--- src/rtl/imem_load_controller_pkg.sv ---
// Shared types and constants for the instruction-memory load controller.
package imem_load_controller_pkg;

  typedef enum logic [1:0] {
    StIdle,
    StCollect,
    StWrite,
    StDone
  } state_e;

  localparam int unsigned NB_WIDTH_DEFAULT = 32;
  localparam int unsigned NB_BYTE_DEFAULT  = 8;
  localparam int unsigned BYTES_PER_WORD   = NB_WIDTH_DEFAULT / NB_BYTE_DEFAULT;
  localparam logic [31:0] HALT_WORD_DEFAULT = 32'hFFFF_FFFF;

  function automatic int unsigned bytes_per_word(input int unsigned nb_width,
                                                 input int unsigned nb_byte);
    return nb_width / nb_byte;
  endfunction

  // Counter width that still works when only one value is needed.
  function automatic int unsigned cnt_width(input int unsigned n);
    return (n > 1) ? $clog2(n) : 1;
  endfunction

endpackage

--- src/rtl/imem_load_controller_word_assembler.sv ---
// Collects UART bytes big-endian into words and watches for a stalled partial word.
module imem_load_controller_word_assembler
  import imem_load_controller_pkg::*;
#(
  parameter int unsigned NB_WIDTH       = 32,
  parameter int unsigned NB_BYTE        = 8,
  parameter int unsigned TIMEOUT_CYCLES = 100000,
  parameter int unsigned TO_WIDTH       = 17
) (
  input  logic                clk_i,
  input  logic                rst_i,
  input  logic                clear_i,
  input  logic                accept_en_i,
  input  logic                collect_i,
  input  logic                rx_valid_i,
  input  logic [NB_BYTE-1:0]  rx_data_i,
  output logic                word_valid_o,
  output logic [NB_WIDTH-1:0] word_o,
  output logic                timeout_o
);

  localparam int unsigned Bpw  = bytes_per_word(NB_WIDTH, NB_BYTE);
  localparam int unsigned CntW = cnt_width(Bpw);
  localparam logic [CntW-1:0]     LastByte = CntW'(Bpw - 1);
  localparam logic [TO_WIDTH-1:0] ToLimit  = TO_WIDTH'(TIMEOUT_CYCLES);

  logic [NB_WIDTH-1:0] shift_q, shift_d, shifted;
  logic [CntW-1:0]     cnt_q, cnt_d;
  logic [TO_WIDTH-1:0] to_q, to_d;
  logic                accept;
  logic                partial;

  assign accept  = accept_en_i & rx_valid_i;
  assign partial = (cnt_q != '0);
  // Earlier bytes move up, so the first byte of a word ends in the MSBs.
  assign shifted = (shift_q << NB_BYTE) | NB_WIDTH'(rx_data_i);

  always_comb begin
    shift_d = shift_q;
    cnt_d   = cnt_q;
    to_d    = to_q;
    if (clear_i) begin
      shift_d = '0;
      cnt_d   = '0;
      to_d    = '0;
    end else if (accept) begin
      shift_d = shifted;
      cnt_d   = (cnt_q == LastByte) ? '0 : cnt_q + 1'b1;
      to_d    = '0;
    end else if (collect_i && partial) begin
      to_d = to_q + 1'b1;
    end
  end

  always_ff @(posedge clk_i or posedge rst_i) begin
    if (rst_i) begin
      shift_q <= '0;
      cnt_q   <= '0;
      to_q    <= '0;
    end else begin
      shift_q <= shift_d;
      cnt_q   <= cnt_d;
      to_q    <= to_d;
    end
  end

  assign word_valid_o = accept && !clear_i && (cnt_q == LastByte);
  assign word_o       = shifted;
  assign timeout_o    = collect_i && partial && (to_q >= ToLimit);

endmodule

--- src/rtl/imem_load_controller.sv ---
// Loads a program from UART into instruction memory, else passes the fetch address through.
module imem_load_controller
  import imem_load_controller_pkg::*;
#(
  parameter int unsigned         PC_WIDTH       = 9,
  parameter int unsigned         NB_WIDTH       = 32,
  parameter int unsigned         NB_BYTE        = 8,
  parameter logic [NB_WIDTH-1:0] HALT_WORD      = NB_WIDTH'(HALT_WORD_DEFAULT),
  parameter int unsigned         TIMEOUT_CYCLES = 100000,
  parameter int unsigned         TO_WIDTH       = 17
) (
  input  logic                i_clk,
  input  logic                i_reset,
  input  logic                i_load_start,
  input  logic [NB_BYTE-1:0]  i_rx_data,
  input  logic                i_rx_valid,
  input  logic [PC_WIDTH-1:0] i_fetch_addr,
  output logic                o_mem_we,
  output logic [PC_WIDTH-1:0] o_mem_addr,
  output logic [NB_WIDTH-1:0] o_mem_wdata,
  output logic                o_busy,
  output logic                o_load_done,
  output logic                o_error
);

  state_e              state_q, state_d;
  logic [PC_WIDTH-1:0] wr_addr_q, wr_addr_d;
  logic [NB_WIDTH-1:0] wdata_q, wdata_d;
  logic                err_q, err_d;
  logic                clear;
  logic                word_valid;
  logic [NB_WIDTH-1:0] word;
  logic                timeout;

  imem_load_controller_word_assembler #(
    .NB_WIDTH       (NB_WIDTH),
    .NB_BYTE        (NB_BYTE),
    .TIMEOUT_CYCLES (TIMEOUT_CYCLES),
    .TO_WIDTH       (TO_WIDTH)
  ) u_word_assembler (
    .clk_i        (i_clk),
    .rst_i        (i_reset),
    .clear_i      (clear),
    .accept_en_i  ((state_q == StCollect) || (state_q == StWrite)),
    .collect_i    (state_q == StCollect),
    .rx_valid_i   (i_rx_valid),
    .rx_data_i    (i_rx_data),
    .word_valid_o (word_valid),
    .word_o       (word),
    .timeout_o    (timeout)
  );

  always_comb begin
    state_d   = state_q;
    wr_addr_d = wr_addr_q;
    wdata_d   = wdata_q;
    err_d     = err_q;
    clear     = 1'b0;
    unique case (state_q)
      StIdle, StDone: begin
        if (i_load_start) begin
          state_d   = StCollect;
          wr_addr_d = '0;
          err_d     = 1'b0;
          clear     = 1'b1;
        end
      end
      StCollect: begin
        if (timeout) begin
          state_d = StDone;
          err_d   = 1'b1;
        end else if (word_valid) begin
          wdata_d = word;
          state_d = StWrite;
        end
      end
      StWrite: begin
        if (wdata_q == HALT_WORD) begin
          state_d = StDone;
          err_d   = 1'b0;
        end else if (wr_addr_q == {PC_WIDTH{1'b1}}) begin
          state_d = StDone;
          err_d   = 1'b1;
        end else begin
          wr_addr_d = wr_addr_q + 1'b1;
          state_d   = StCollect;
          // Only reachable with one byte per word: a byte here already completes the next word.
          if (word_valid) begin
            wdata_d = word;
            state_d = StWrite;
          end
        end
      end
      default: state_d = StIdle;
    endcase
  end

  always_ff @(posedge i_clk or posedge i_reset) begin
    if (i_reset) begin
      state_q   <= StIdle;
      wr_addr_q <= '0;
      wdata_q   <= '0;
      err_q     <= 1'b0;
    end else begin
      state_q   <= state_d;
      wr_addr_q <= wr_addr_d;
      wdata_q   <= wdata_d;
      err_q     <= err_d;
    end
  end

  assign o_mem_we    = (state_q == StWrite);
  assign o_mem_addr  = (state_q == StWrite) ? wr_addr_q : i_fetch_addr;
  assign o_mem_wdata = wdata_q;
  assign o_busy      = (state_q == StCollect) || (state_q == StWrite);
  assign o_load_done = (state_q == StDone);
  assign o_error     = err_q;

endmodule

--- config.mk ---
export PLATFORM = sky130hd
export DESIGN_NAME = imem_load_controller
export DESIGN_NICKNAME = d
export VERILOG_FILES = /design/src/rtl/imem_load_controller_pkg.sv /design/src/rtl/imem_load_controller_word_assembler.sv /design/src/rtl/imem_load_controller.sv
export SDC_FILE = /design/constraint.sdc
export NUM_CORES = 1
export LEC_CHECK = 0
export CORE_UTILIZATION = 40
export CTS_CLUSTER_DIAMETER = 60
export DETAILED_ROUTE_END_ITERATION = 8
export PLACE_DENSITY = 0.6
export SLEW_MARGIN = 20
export SYNTH_ARGS = -nofsm -noshare
export SYNTH_HDL_FRONTEND = slang
export SYNTH_SLANG_ARGS = --single-unit
--- constraint.sdc ---
create_clock -name i_clk -period 3.6 [get_ports i_clk]
set_input_delay 0.36 -clock i_clk [delete_from_list [all_inputs] [get_ports i_clk]]
set_output_delay 0.36 -clock i_clk [all_outputs]
set_load 0.01 [all_outputs]
==> flow_summary.json, run 1 <==
{
  "ys_cells": 358,
  "clock-sinks": 87,
  "min_period_ps": 2800,
  "p_leak_nw": 2.39,
  "comb_share_pct": 34.7,
  "worstRegToRegCells": 9,
  "core_util_floorplan_pct": 41.6,
  "switching_share_pct": 32.6,
  "synth_cell_type_count": 46,
  "final_nets": 455,
  "setup_tns_ps": 0,
  "cts.reportedPaths.clkPinSlew_ps": 100,
  "largestClassByArea": "registers",
  "die_h_um": 103,
  "crit_path_max_fanout": 32,
  "wl_per_cell_um": 15.7,
  "tightest_slew_ps": 936,
  "cp-end-kind": "flop",
  "ant_nets": 0,
  "cp-start-kind": "flop",
  "yosysTopAreaCellShare_pct": 53.1,
  "ys_area_mm2": 0.00410,
  "drv_slew": 0,
  "ctsResizeCount": 0,
  "yosys.area.top_type": "dfrtp_1",
  "setup_viol_count_final": 0,
  "rsz0062_at_grt": "no",
  "holdCritPathClass": "input pin to async pin",
  "reg2reg_slack_ps": 800,
  "clk_share_pct": 4.12,
  "fin_util_pct": 51.7,
  "status": "complete, no violations",
  "multi_input_comb_cells": 236,
  "final_cell_count_no_fill": 563
}
-- run 1: through the flow --
stage	hold slack [ps]	total power (W)
finish	501	0.00269
global route	544	0.00285
floorplan	459	0.00168
global placement	481	0.00197
detailed placement	483	0.00199
CTS	507	0.00273
-- run 1: metal layers --
layer,global-route usage [%],share of wire [%]
met1,26.1,49
met2,27.2,46
met3,3.56,3.6
met4,5.53,1.2
met5,0,0
-- run 1: sequential cells by signal, indices dropped and copies added (netlist names) --
signal	count
u_word_assembler.shift_q	24
o_mem_wdata	32
wr_addr_q	9
o_error	1
u_word_assembler.to_q	17
u_word_assembler.cnt_q	2
state_q	2
-- run 1: kinds of logic (layout without fill, tap and decap cells) --
logic type / Yosys count / in the layout / synth area share (%)
buffers and inverters: 35 / 107 / 3.84
adder cells (fa/ha/maj): 9 / 9 / 2.75
AND/OR/NAND/NOR: 105 / 105 / 13.8
AND-OR/OR-AND: 68 / 68 / 12.7
XOR/XNOR: 15 / 15 / 3.20
multiplexers: 39 / 39 / 10.6
flip-flops: 87 / 87 / 53.1
-- run 1: Yosys cell counts (3+ instances only) --
| master | n |
|---|---|
| nor4_1 | 3 |
| nor3_1 | 9 |
| nand2_1 | 20 |
| a22o_1 | 24 |
| o21ai_0 | 11 |
| xnor2_1 | 5 |
| a21oi_1 | 11 |
| mux2_1 | 30 |
| dfrtp_1 | 87 |
| nand4_1 | 14 |
| nor2_1 | 25 |
| buf_6 | 3 |
| inv_1 | 18 |
| and3_1 | 8 |
| and2_1 | 3 |
| ha_1 | 9 |
| nand3_1 | 9 |
| clkbuf_1 | 10 |
| mux2i_1 | 4 |
| xor2_1 | 10 |
| a211o_1 | 3 |
| mux2_2 | 5 |
| o211ai_1 | 7 |
-- run 1: power groups by stage --
stage / registers [W] / clock network, W / logic, W
final: 0.00129 / 0.000729 / 0.000676
after CTS: 0.00129 / 0.000753 / 0.000684
after global placement: 0.00130 / 0 / 0.000665
after global routing: 0.00132 / 0.000792 / 0.000745
after floorplan: 0.00129 / 0 / 0.000390
after detailed placement: 0.00131 / 0 / 0.000680
-- run 1: critical path, stage by stage (launching register included) --
cell	delay [ps]
dfrtp_1	430
ha_1	240
and3_1	210
and3_1	200
and3_1	190
ha_1	230
a211oi_2	350
o2111ai_4	160
buf_4	300
mux2_1	370
-- run 1: worst max-delay path by stage --
stage | from | end | slack [ps] | cells past startpoint
floorplan | i_reset | o_error$_DFFE_PP0P_ | 990 | 1
global placement | wr_addr_q[0]$_DFFE_PP0P_ | o_mem_wdata[0]$_DFFE_PP0P_ | 910 | 9
detailed placement | wr_addr_q[0]$_DFFE_PP0P_ | o_mem_wdata[27]$_DFFE_PP0P_ | 830 | 9
CTS | wr_addr_q[0]$_DFFE_PP0P_ | o_mem_wdata[20]$_DFFE_PP0P_ | 800 | 9
global route | wr_addr_q[0]$_DFFE_PP0P_ | o_mem_wdata[14]$_DFFE_PP0P_ | 600 | 9
finish | wr_addr_q[0]$_DFFE_PP0P_ | o_mem_wdata[20]$_DFFE_PP0P_ | 800 | 9
Figure 1. Clock nets (run 1).
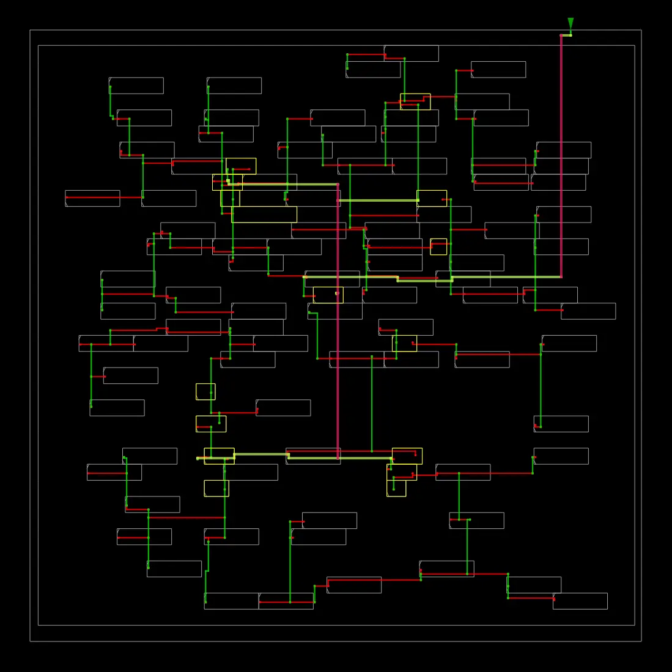
registers: 87
clkbuf count: 9
Num CTS Buffers: 9
clk latency late pin: 360 ps
skew final: 15.4 ps

Figure 2. Sizing map (run 1).
The bar under the picture is 20 µm long.
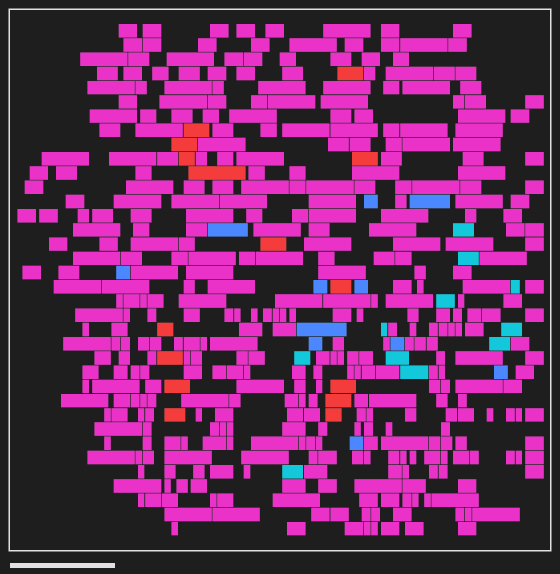
_6 and larger: in red, cells 15. _2 cells: in cyan, cells 11. _3 and _4 cells: in blue, cells 11. _0 and _1 cells: in magenta, cells 393.

Figure 3. M1 wires (run 1).
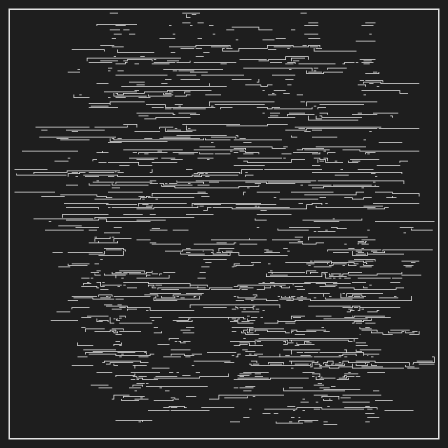
407 nets have wire on it. The layer holds 49% of the routed length.
met1 usage: 26.1%
Total Wirelength: 8830 µm
Via Count: 2966

Figure 4. The metal 2 layer (run 1).
Cells faint in the background.
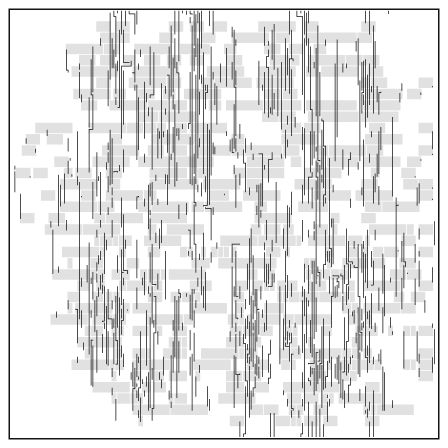
395 nets have wire on it. The wires run mostly vertical. The layer carries 4090 µm of wire. The layer holds 46% of the routed length.
met2 Use GR: 27.2%

==> run 2: changes to the inputs <==
--- a/config.mk
+++ b/config.mk
@@ -8,7 +8,7 @@
 export CORE_UTILIZATION = 40
 export CTS_CLUSTER_DIAMETER = 60
 export DETAILED_ROUTE_END_ITERATION = 8
-export PLACE_DENSITY = 0.6
+export PLACE_DENSITY = 0.62
 export SLEW_MARGIN = 20
 export SYNTH_ARGS = -nofsm -noshare
 export SYNTH_HDL_FRONTEND = slang
==> constraint.sdc (replaced) <==
create_clock -name i_clk -period 2.4 [get_ports i_clk]
set_input_delay 0.24 -clock i_clk [delete_from_list [all_inputs] [get_ports i_clk]]
set_output_delay 0.24 -clock i_clk [all_outputs]
set_load 0.01 [all_outputs]
Figure 5. M1 wires (run 2).
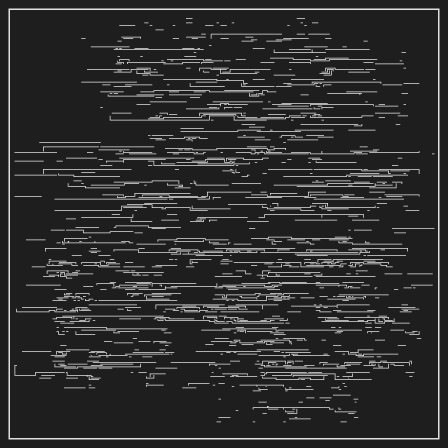
The layer holds 50% of the routed length. 414 nets have wire on it.
met1 usage: 25.2%
Total Wirelength: 8690 µm
Via Count: 3031

==> flow_summary.json, run 2 <==
{
  "drv_slew": 0,
  "holdCritPathClass": "input pin to async pin",
  "finClkSkew_ps": 15.9,
  "ys_area_mm2": 0.00410,
  "cts_hold_buffers": 0,
  "synth_cell_type_count": 46,
  "max_stage_delay_ps": 400,
  "ys_cells": 358,
  "largest_reg_flops": 32,
  "cts.reportedPaths.clkPinSlew_ps": 100,
  "cp-start-kind": "flop",
  "common_cells": "dfrtp_1 (87), mux2_1 (30), nor2_1 (25), a22o_1 (24), nand2_1 (20)",
  "fin_util_pct": 53.8,
  "min_period_ps": 2350,
  "htreeDepth": 3,
  "setup_viol_count_final": 0,
  "wl_per_cell_um": 15.0,
  "drive_above_1_share_pct": 14.8,
  "maxSlewHeadroom_pct": 68.4,
  "die_area_mm2": 0.0107,
  "yosys.area.top_type": "dfrtp_1",
  "clock-sinks": 87,
  "row_count": 36,
  "cts_buffers": 9,
  "grt_busiest_layer": "met2",
  "clock_latency_ps": 360,
  "grt_use_met2_pct": 26.9,
  "grtUsageMet3_pct": 2.96,
  "die_h_um": 103,
  "tightest_slew_ps": 471,
  "p_leak_nw": 2.49,
  "slowest_stage": "dfrtp_1",
  "grt_antenna_before_repair": 0,
  "yosysTopAreaCellShare_pct": 53.1,
  "synth_top_cell_by_count": "dfrtp_1",
  "crit_top_cell": "and3_4",
  "crit_path_max_fanout": 32,
  "rsz0062_at_grt": "yes",
  "status": "complete, no violations"
}
Figure 6. Sizing map (run 2).
The bar under the picture is 20 µm long.
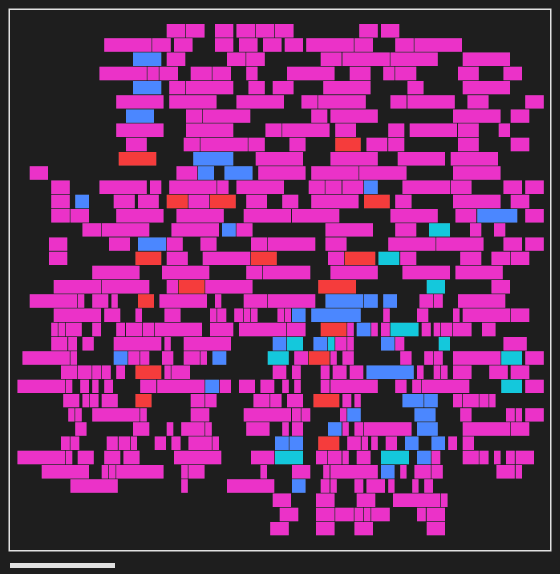
_0 and _1 cells: in magenta, cells 381. _6 and larger: in red, cells 17. _3 and _4 cells: in blue, cells 37. _2 cells: in cyan, cells 12.

run 2: cell count changes in the layout (fill, tap and decap cells not counted), moves of 2 or more:
cell,change
and3_1,-3
buf_4,+14
buf_12,+2
ha_1,-3
and3_4,+3
mux2_1,-5
mux2_4,+5
ha_2,+2
run 2: cell families (layout without fill, tap and decap cells):
logic type	count (synthesis)	count (layout)	share of synthesized area (%)
mux	39	39	10.6
flops	87	87	53.1
xor+xnor	15	15	3.20
buf+inv	35	124	3.84
compound gates	68	68	12.7
simple gates	105	105	13.8
fa+ha+maj	9	9	2.75
run 2: cell type report:
type,count,area [µm²]
Multi-Input combinational cell,236,1830
Timing Repair Buffer,89,862
Tap cell,133,166
Inverter,19,75.1
Fill cell,877,4560
Clock buffer,9,124
Sequential cell,87,2180
Clock inverter,7,72.6
run 2: per-stage QoR:
| stage | std cells | setup WS (ps) | power [W] | hold slack, ps | TNS [ps] |
|---|---|---|---|---|---|
| 4_1_cts | 580 | 14.8 | 0.00406 | 208 | 0 |
| 5_1_grt | 580 | -27.3 | 0.00426 | 224 | -216 |
| 6_report | 580 | 54.2 | 0.00404 | 210 | 0 |
| 3_3_place_gp | 564 | 44.2 | 0.00301 | 480 | 0 |
| 3_5_place_dp | 564 | 10.4 | 0.00303 | 486 | 0 |
| 2_1_floorplan | 358 | 6.82 | 0.00252 | 372 | 0 |
run 2: repair_timing:
item / CTS / global route
endpoints found under the setup margin: 6 / 31
cloned: 0 / 0
gates resized: 6 / 6
run 2: per-layer routing:
metal | share of wire [%] | routed length [µm]
met1 | 50 | 4390
met2 | 45 | 3950
met3 | 3.1 | 271
met4 | 0.93 | 81
met5 | 0 | 0
run 2: final timing paths:
| kind | depth (start not counted) | start | slack (ps) | to |
|---|---|---|---|---|
| worst min-delay path | 2 | i_reset | 210 | u_word_assembler.to_q[16]$_DFFE_PP0P_ |
| worst min register to register | 1 | u_word_assembler.shift_q[18]$_DFFE_PP0P_ | 500 | o_mem_wdata[26]$_DFFE_PP0P_ |
| worst max register to register | 9 | wr_addr_q[0]$_DFFE_PP0P_ | 50 | o_mem_wdata[4]$_DFFE_PP0P_ |
| worst max-delay path | 9 | wr_addr_q[0]$_DFFE_PP0P_ | 50 | o_mem_wdata[4]$_DFFE_PP0P_ |
| max in group asynchronous | 3 | i_reset | 1630 | u_word_assembler.to_q[8]$_DFFE_PP0P_ |
| min in group i_clk | 1 | u_word_assembler.shift_q[18]$_DFFE_PP0P_ | 500 | o_mem_wdata[26]$_DFFE_PP0P_ |
run 2: power by group:
group          switching [W]  total (W)  leakage [nW]  internal (W)
combinational       0.000520    0.00108          1.19      0.000562
sequential          0.000216    0.00193          1.20       0.00172
clock               0.000613    0.00102        0.0970      0.000409
total                0.00135    0.00404          2.49       0.00269
run 2: worst max-delay path: cells and delay by family, from the launching register on:
family | cells | cell delay, ps
and+or+nand+nor | 3 | 520
DFF | 1 | 400
AOI/OAI and AO/OA | 2 | 400
adders and majority gates | 2 | 360
muxes | 1 | 320
buffers and inverters | 1 | 220
==> run 3: changes to the inputs <==
--- a/config.mk
+++ b/config.mk
@@ -5,10 +5,10 @@
 export SDC_FILE = /design/constraint.sdc
 export NUM_CORES = 1
 export LEC_CHECK = 0
-export CORE_UTILIZATION = 40
+export CORE_UTILIZATION = 25
 export CTS_CLUSTER_DIAMETER = 60
 export DETAILED_ROUTE_END_ITERATION = 8
-export PLACE_DENSITY = 0.62
+export PLACE_DENSITY = 0.42
 export SLEW_MARGIN = 20
 export SYNTH_ARGS = -nofsm -noshare
 export SYNTH_HDL_FRONTEND = slang
Figure 7. Clock nets (run 3).
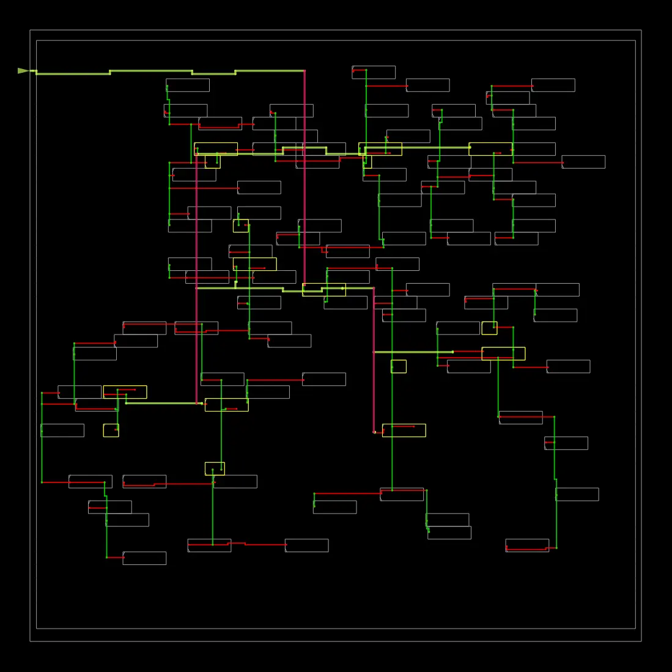
clk latency late pin: 350 ps
skew final: 9.88 ps
total clock sinks: 87

==> flow_summary.json, run 3 <==
{
  "status": "complete, no violations",
  "p_leak_nw": 2.60,
  "routed_wl_um": 10200,
  "intPower_w": 0.00303,
  "drv_slew": 0,
  "crit_path_max_fanout": 8,
  "drive_above_1_share_pct": 17.2,
  "row_count": 46,
  "power_frac_clock_pct": 30.9,
  "logic_area_mm2": 0.00185,
  "synth_cell_type_count": 46,
  "die_h_um": 130,
  "place_ws_ps": 1.60,
  "fin_util_pct": 35.1,
  "p_switching_w": 0.00141,
  "worstRegToRegCells": 9,
  "maxSlewHeadroom_pct": 66.4,
  "min_period_ps": 2400,
  "synth_top_cell_by_count": "dfrtp_1",
  "largest_reg_flops": 32,
  "wl_per_cell_um": 15.2,
  "yosys.area.top_type": "dfrtp_1",
  "switching_share_pct": 31.8,
  "ys_area_mm2": 0.00410,
  "die_area_mm2": 0.0169,
  "setup_viol_count_final": 0,
  "grt_antenna_before_repair": 0,
  "tightest_slew_ps": 504,
  "cts_buffers": 9
}
Figure 8. The metal 2 layer (run 3).
Cells faint in the background.
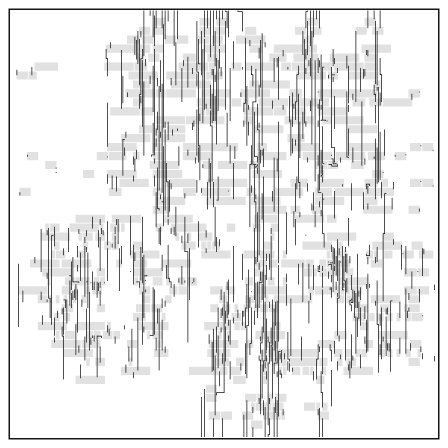
The longest straight run is 47.3 µm. The wires run mostly vertical. The layer carries 4580 µm of wire. 401 nets have wire on it. The layer holds 45% of the routed length.

run 3: logic make-up after synthesis:
logic type	after synthesis	share of synthesized area (%)
compound gates	68	12.7
xor+xnor	15	3.20
flops	87	53.1
buf+inv	35	3.84
simple gates	105	13.8
fa+ha+maj	9	2.75
mux	39	10.6
run 3: repair_timing:
| item | 4_1_cts | 5_1_grt |
|---|---|---|
| setup endpoints to repair | 17 | 33 |
| gates cloned | 0 | 2 |
| pin swaps | 0 | 0 |
| hold endpoints to repair | 0 | 0 |
| resized | 5 | 12 |
run 3: worst max path at each step:
stage / startpoint / to
finish: wr_addr_q[0]$_DFFE_PP0P_ / o_mem_wdata[8]$_DFFE_PP0P_
global route: wr_addr_q[0]$_DFFE_PP0P_ / o_mem_wdata[13]$_DFFE_PP0P_
CTS: wr_addr_q[0]$_DFFE_PP0P_ / o_mem_wdata[2]$_DFFE_PP0P_
detailed placement: wr_addr_q[0]$_DFFE_PP0P_ / o_mem_wdata[28]$_DFFE_PP0P_
global placement: wr_addr_q[0]$_DFFE_PP0P_ / o_mem_wdata[0]$_DFFE_PP0P_
floorplan: wr_addr_q[0]$_DFFE_PP0P_ / o_mem_wdata[0]$_DFFE_PP0P_
run 3: power groups by stage:
stage,sequential [W],clock (W),combinational [W]
after CTS,0.00194,0.00142,0.00112
final,0.00194,0.00137,0.00112
after global routing,0.00198,0.00147,0.00125
after floorplan,0.00193,0,0.000586
after global placement,0.00197,0,0.00110
after detailed placement,0.00197,0,0.00111
run 3: cell type report:
type	instances	share of cell area, %
Clock buffer	9	4.03
Clock inverter	7	1.07
Inverter	19	1.34
Multi-Input combinational cell	236	33.1
Sequential cell	87	38.9
Tap cell	216	4.83
Timing Repair Buffer	96	16.7
run 3: critical path, stage by stage (launching register included):
cell and delay (ps):
dfrtp_1 390, ha_2 190, and3_4 170, and3_4 170, and3_4 180, ha_4 160, a211oi_4 270, o2111ai_4 200
clkbuf_16 240, mux2_4 300
run 3: stage by stage:
step	hold WS [ps]	total power [W]	area (µm²)	setup TNS, ps	cells
after floorplan	372	0.00252	4130	0	358
after CTS	395	0.00449	5510	-2.26	668
after global placement	484	0.00307	5210	0	652
final	354	0.00444	5590	0	670
after global routing	442	0.00470	5590	-2030	670
after detailed placement	482	0.00308	5210	0	652
run 3: per-layer routing:
layer / up-vias / global-route usage [%] / share of wire (%)
met3: 10 / 3.90 / 4.5
li1: 1479 / - / -
met1: 1482 / 16.9 / 49
met2: 53 / 19.6 / 45
met5: - / 0 / 0
met4: 0 / 4.31 / 1.5

==> layout pictures side by side <==
Routed metal, one color a layer.
Two of the layers only.
panel A
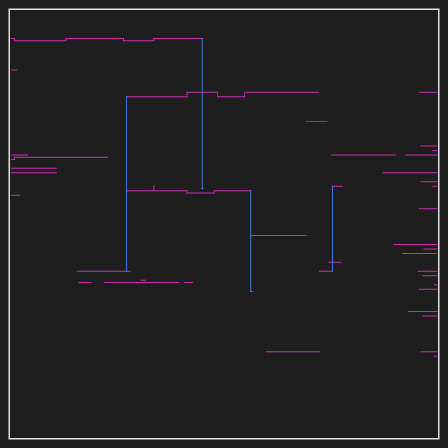
panel B
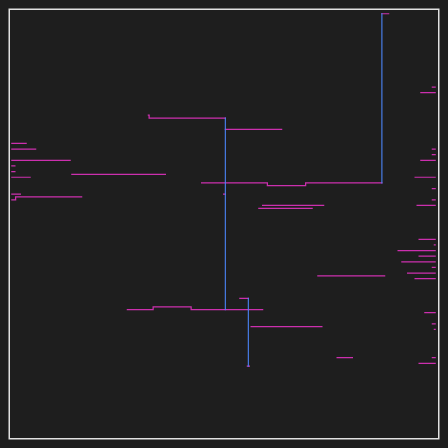
- most wire: panel A
panel B -> run 1
panel A -> run 3

Power and IR drop assume default switching activity.
